File: config.mk
export PLATFORM = sky130hd
export DESIGN_NAME = btn_next_conditioner
export DESIGN_NICKNAME = d
export VERILOG_FILES = /design/src/rtl/btn_next_conditioner.sv
export SDC_FILE = /design/constraint.sdc
export NUM_CORES = 1
export LEC_CHECK = 0
export ABC_AREA = 1
export CORE_AREA = 2 2 39 41
export CTS_CLUSTER_DIAMETER = 100
export CTS_CLUSTER_SIZE = 24
export DETAILED_ROUTE_END_ITERATION = 10
export DIE_AREA = 0 0 41 43
export MAX_ROUTING_LAYER = met4
export PLACE_DENSITY = 0.64
export SETUP_SLACK_MARGIN = 0.4
export SYNTH_ARGS = -nofsm -noshare
export SYNTH_HDL_FRONTEND = slang
export SYNTH_SLANG_ARGS = --single-unit
File: constraint.sdc
create_clock -name CLK -period 1.1 [get_ports CLK]
set_input_delay 0.11 -clock CLK [delete_from_list [all_inputs] [get_ports CLK]]
set_output_delay 0.11 -clock CLK [all_outputs]
set_load 0.005 [all_outputs]
File: src/rtl/btn_next_conditioner.sv
`timescale 1ns/1ps
// -----------------------------------------------------------------------------
// btn_next_conditioner
//
// Turns one raw, bouncy, asynchronous push-button pin into a clean one-cycle
// pulse on `next`. That pulse advances the calculator control FSM
// (Idle1->Input1, Idle2->Input2, Idle3->calculation).
// Signal path: board pin -> two-flop synchroniser -> 4-state debounce FSM with
// a qualification counter -> registered outputs.
//
// Parameters
//   DEBOUNCE_CYCLES  number of consecutive CLK cycles the synchronised input
//                    must differ from the stable level before the change is
//                    accepted (>= 2; board builds use ~1_000_000).
//
// Ports
//   CLK            in   system clock, all state changes on posedge
//   clear          in   synchronous active-high reset, highest priority
//   btn_in         in   raw asynchronous button pin, active-high
//   next           out  one-cycle pulse per accepted press
//   release_pulse  out  one-cycle pulse per accepted release
//   btn_level      out  debounced stable button level
//   state_out      out  debounce state code (RELEASED=00, PRESS_PEND=01,
//                       PRESSED=10, RELEASE_PEND=11)
// -----------------------------------------------------------------------------
module btn_next_conditioner #(
  parameter int DEBOUNCE_CYCLES = 16
) (
  input  logic       CLK,
  input  logic       clear,
  input  logic       btn_in,
  output logic       next,
  output logic       release_pulse,
  output logic       btn_level,
  output logic [1:0] state_out
);

  localparam int CNT_W       = $clog2(DEBOUNCE_CYCLES);
  localparam int SYNC_STAGES = 2;
  localparam logic [CNT_W-1:0] CNT_ONE  = CNT_W'(1);
  localparam logic [CNT_W-1:0] CNT_ZERO = '0;
  // The counter tops out here: it holds DEBOUNCE_CYCLES-1 in the cycle the
  // change is accepted, so it can never wrap.
  localparam logic [CNT_W-1:0] CNT_MAX  = CNT_W'(DEBOUNCE_CYCLES - 1);

  typedef enum logic [1:0] {
    RELEASED     = 2'b00,
    PRESS_PEND   = 2'b01,
    PRESSED      = 2'b10,
    RELEASE_PEND = 2'b11
  } state_t;

  // ---------------------------------------------------------------------------
  // Synchroniser: stage 0 samples the pin, only the last stage is used.
  // ---------------------------------------------------------------------------
  logic [SYNC_STAGES-1:0] sync_reg;

  genvar gi;
  generate
    for (gi = 0; gi < SYNC_STAGES; gi++) begin : g_sync
      if (gi == 0) begin : g_first
        always_ff @(posedge CLK) begin
          if (clear) sync_reg[gi] <= 1'b0;
          else       sync_reg[gi] <= btn_in;
        end
      end else begin : g_chain
        always_ff @(posedge CLK) begin
          if (clear) sync_reg[gi] <= 1'b0;
          else       sync_reg[gi] <= sync_reg[gi-1];
        end
      end
    end
  endgenerate

  logic btn_sync;
  assign btn_sync = sync_reg[SYNC_STAGES-1];

  // ---------------------------------------------------------------------------
  // Debounce FSM
  // ---------------------------------------------------------------------------
  state_t           state_reg, state_next;
  logic [CNT_W-1:0] cnt_reg, cnt_next;
  logic             level_reg, level_next;
  logic             press_reg, press_next;
  logic             rel_reg, rel_next;

  always_ff @(posedge CLK) begin
    if (clear) begin
      state_reg <= RELEASED;
      cnt_reg   <= CNT_ZERO;
      level_reg <= 1'b0;
      press_reg <= 1'b0;
      rel_reg   <= 1'b0;
    end else begin
      state_reg <= state_next;
      cnt_reg   <= cnt_next;
      level_reg <= level_next;
      press_reg <= press_next;
      rel_reg   <= rel_next;
    end
  end

  always_comb begin
    state_next = state_reg;
    cnt_next   = cnt_reg;
    level_next = level_reg;
    press_next = 1'b0;
    rel_next   = 1'b0;

    case (state_reg)
      RELEASED: begin
        // Counter starts at 1: the cycle that detects the change already
        // counts as the first qualifying cycle.
        if (btn_sync) begin
          state_next = PRESS_PEND;
          cnt_next   = CNT_ONE;
        end else begin
          cnt_next   = CNT_ZERO;
        end
      end

      PRESS_PEND: begin
        if (!btn_sync) begin
          state_next = RELEASED;
          cnt_next   = CNT_ZERO;
        end else if (cnt_reg == CNT_MAX) begin
          state_next = PRESSED;
          cnt_next   = CNT_ZERO;
          level_next = 1'b1;
          press_next = 1'b1;
        end else begin
          cnt_next   = cnt_reg + CNT_ONE;
        end
      end

      PRESSED: begin
        // Only leaving PRESSED can produce another press, so a held button
        // never re-triggers `next`.
        if (!btn_sync) begin
          state_next = RELEASE_PEND;
          cnt_next   = CNT_ONE;
        end else begin
          cnt_next   = CNT_ZERO;
        end
      end

      RELEASE_PEND: begin
        if (btn_sync) begin
          state_next = PRESSED;
          cnt_next   = CNT_ZERO;
        end else if (cnt_reg == CNT_MAX) begin
          state_next = RELEASED;
          cnt_next   = CNT_ZERO;
          level_next = 1'b0;
          rel_next   = 1'b1;
        end else begin
          cnt_next   = cnt_reg + CNT_ONE;
        end
      end

      default: begin
        state_next = RELEASED;
        cnt_next   = CNT_ZERO;
        level_next = 1'b0;
      end
    endcase
  end

  assign next          = press_reg;
  assign release_pulse = rel_reg;
  assign btn_level     = level_reg;
  assign state_out     = state_reg;

endmodule

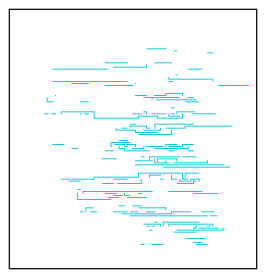
**Above:** run 1 (signal wires on met1).
(6 px per µm)
share of all routed wire = 46%
nets with wire on the layer = 69
main direction = horizontal
wire length on this layer = 437 µm
longest straight run = 14.7 µm
Routed WL: 944 µm
met1 capacity usage during global routing: 16.3%

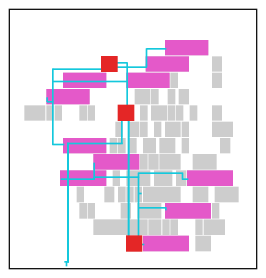
**Above:** run 1 (routed clock nets over the placement).
(6 px per µm)
red -> clock drivers  # count 3
cyan -> clock wires  # length 161 µm
magenta -> flip-flops  # count 11
routed clock nets = 4

==> datasheet_impl.txt, run 1 <==
Physical design parameters

Parameter                              Value

Run status
  Outcome    complete, no violations

STA
  Worst-case clock skew    0.491 ps
  Max Clock Freq    1.01 GHz
  Number of setup violations in the final report    0
  Final count of hold timing violations    0
  Final-report max-slew violation count    0

Layout
  Number of diodes added for antenna fixing    0
  Utilization of the core after routing    45.5%
  Multi-input gate share of total cell area    36.0%
  Non-clock buffers    12
  Number of filler cells placed in the layout    147
  Inverter tally of the final layout excluding the clock network    11
  Ratio of cells with drive above 1 in the final layout    36.5%
  Count of non-filler cells in the finished layout    90

Hold path
  Min-Delay Startpoint    btn_in
  Instance count along the most critical hold path    3

Global route
  Most congested layer reported by global routing    met2

Yosys
  Post-synthesis instance area    430 µm²
  Cell type with the largest total area    dfxtp_1
  Count of unique library cells instantiated by Yosys    12
  Post-synth regs    11

Worst setup path
  Crit. End Element    flop
  End of the critical path    cnt_reg[2]
  Depth of the critical timing path with buffers and inverters included    6

Pwr
  Biggest power consumer among the groups    sequential cells
  Switch Pwr    153 µW
  Power attributed to combinational cells    33.4 µW
  Net Sw Frac    21.4%
  Clock share of power    38.3%

Placement
  Setup slack at placement    99.9 ps
  Final weighted congestion of routability-driven global placement    0.709
  Final HPWL from detailed placement    581 µm

Floorplanning
  Num ports    8
  Overall die height    43 µm

Detailed routing
  Remaining number of nets flagged by the antenna check after routing    0
  Wire length on met1    436 µm

Clock network
  Clock-pin slew of the registers on the worst-case setup and hold paths    70 ps
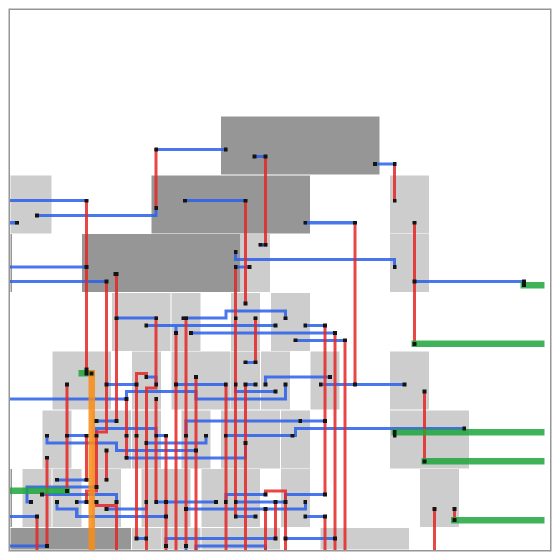
**Above:** run 1 (a small window of the routed layout).
Region (16, 18) to (41, 43) µm. Cells in grey, sequential cells in the stronger grey; small squares are vias.
green -> metal 3
red -> metal 2
orange -> metal 4
blue -> metal 1
sequential cells in the window = 3
most frequent = nand2_1 (7), inv_1 (5)
cells with their middle in the window = 32

**Run 1: congestion heat map**

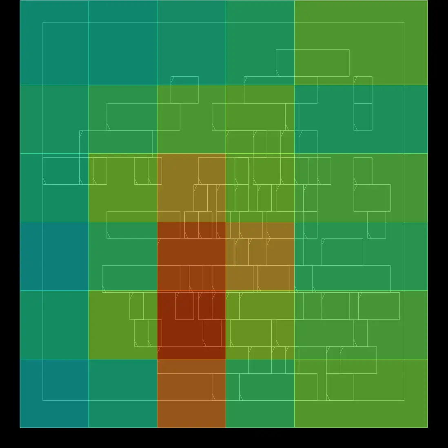

==> run 1 -> run 2 <==
- GPL_TIMING_DRIVEN: not set -> 0
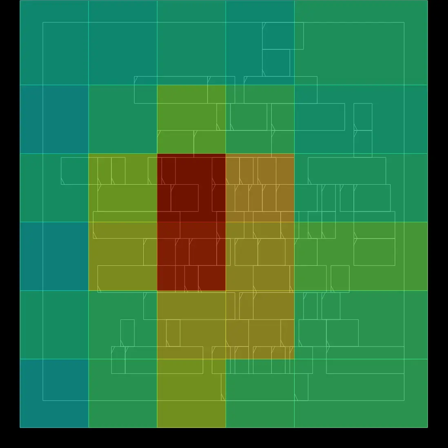
**Above:** run 2 (congestion heat map).
most congested layer reported by global routing: met2
met2 track demand over resource in global routing: 16.6%
utilization of the core after routing: 46.8%
Wirelength per Cell: 10.2 µm

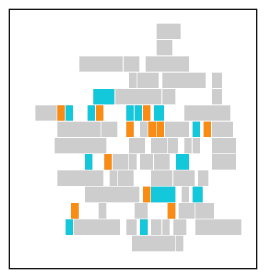
**Above:** run 2 (logic cells by family).
(6 px per µm)
orange -> inverters  # cells 11
cyan -> NOR gates  # cells 13
count of non-filler cells in the finished layout: 91
multi-input gate share of total cell area: 34.6%

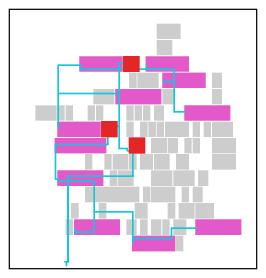
**Above:** run 2 (routed clock nets over the placement).
(6 px per µm)
magenta -> flip-flops  # count 11
cyan -> clock wires  # length 164 µm
red -> clock drivers  # count 3
routed clock nets = 4
clock distribution power: 274 µW
clock share of power: 38.6%

==> run 2 against run 1 <==
  * Critical path type unchanged
  * Clock skew increased by 2.6 ps
  * Highest routed layer unchanged
  * Total power decreased by 0.39%
  * Setup slack improved by 6.3 ps
  * Fmax increased by 0.64%
==> datasheet_impl.txt, run 2 <==
Physical design parameters

Parameter                              Value

STA
  Number of setup violations in the final report    0 (unchanged)
  Worst-case clock skew    3.07 ps (+2.58 ps)
  Max Clock Freq    1.02 GHz (+0.64%)
  Worst slew pin tran    172 ps
  Tightest hold margin    354 ps
  Unrepaired setup endpoints after global routing    yes
  Final count of hold timing violations    0 (unchanged)
  Final-report max-slew violation count    0 (unchanged)

Yosys
  Post-synthesis instance area    430 µm² (unchanged)
  Cell type with the largest total area    dfxtp_1
  Total cells reported by yosys after synthesis    58
  Largest family of logic cells by area    simple AND/OR/NAND/NOR gates
  Post-synth regs    11 (unchanged)
  Count of unique library cells instantiated by Yosys    12 (unchanged)
  Yosys synthesis chip area    430 µm²
  Top cells by area in the synthesized netlist    dfxtp_1, nand2_1, inv_1
  Simple share    32.0%

Worst setup path
  Depth of the critical timing path with buffers and inverters included    5 (-1)
  Data arrival at the endpoint of the critical path    1170 ps
  Worst Setup Path Type    flop to flop
  Crit. End Element    flop
  End of the critical path    cnt_reg[0]
  Worst path bufs/invs    1

Pwr
  Net Sw Frac    21.8% (+0.39 points)
  Power attributed to combinational cells    31.7 µW (-5%)
  Switch Pwr    155 µW (+1.4%)
  Sequential cell power    405 µW
  Fraction of power consumed by combinational cells    4.5%
  Internal portion of total power    556 µW
  Biggest power consumer among the groups    sequential cells

Detailed routing
  Routed WL    927 µm (-1.8%)
  Wire length on met1    398 µm (-8.7%)
  Remaining number of nets flagged by the antenna check after routing    0 (unchanged)

Placement
  Count of buffers inserted at the top-level ports    7
  Final HPWL from detailed placement    572 µm (-1.6%)
  Setup slack at placement    -51.4 ps (-151 ps)
  Post-DP Area    542 µm²
  Final weighted congestion of routability-driven global placement    0.694 (-2.1%)

Hold path
  Instance count along the most critical hold path    3 (unchanged)
  Worst hold path type    input pin to flop
  Min-Delay Startpoint    btn_in

Floorplanning
  Starting density of the core    31.1%
  Num ports    8 (unchanged)
  Chip area    1760 µm²
  Overall die height    43 µm (unchanged)

Layout
  Number of diodes added for antenna fixing    0 (unchanged)
  Comb gate area    224 µm²
  Ratio of cells with drive above 1 in the final layout    44.0% (+7.5 points)
  Number of filler cells placed in the layout    148 (+0.68%)
  Clock network area share    4.05%
  Non-clock buffers    13 (+1)
  Inverter tally of the final layout excluding the clock network    11 (unchanged)
  Net count reported at finish    80
  Most frequent logic cells in the routed design    inv_1, nand2_1, nor2_1

Run status
  Outcome    complete, no violations

Global route
  Met1 capacity usage during global routing    12.5% (-3.8 points)

Clock network
  Post-CTS Setup Inserts    4
  Clock-pin slew of the registers on the worst-case setup and hold paths    70 ps (about the same)
No activity file was given, so power comes from the tool's default toggle rates.
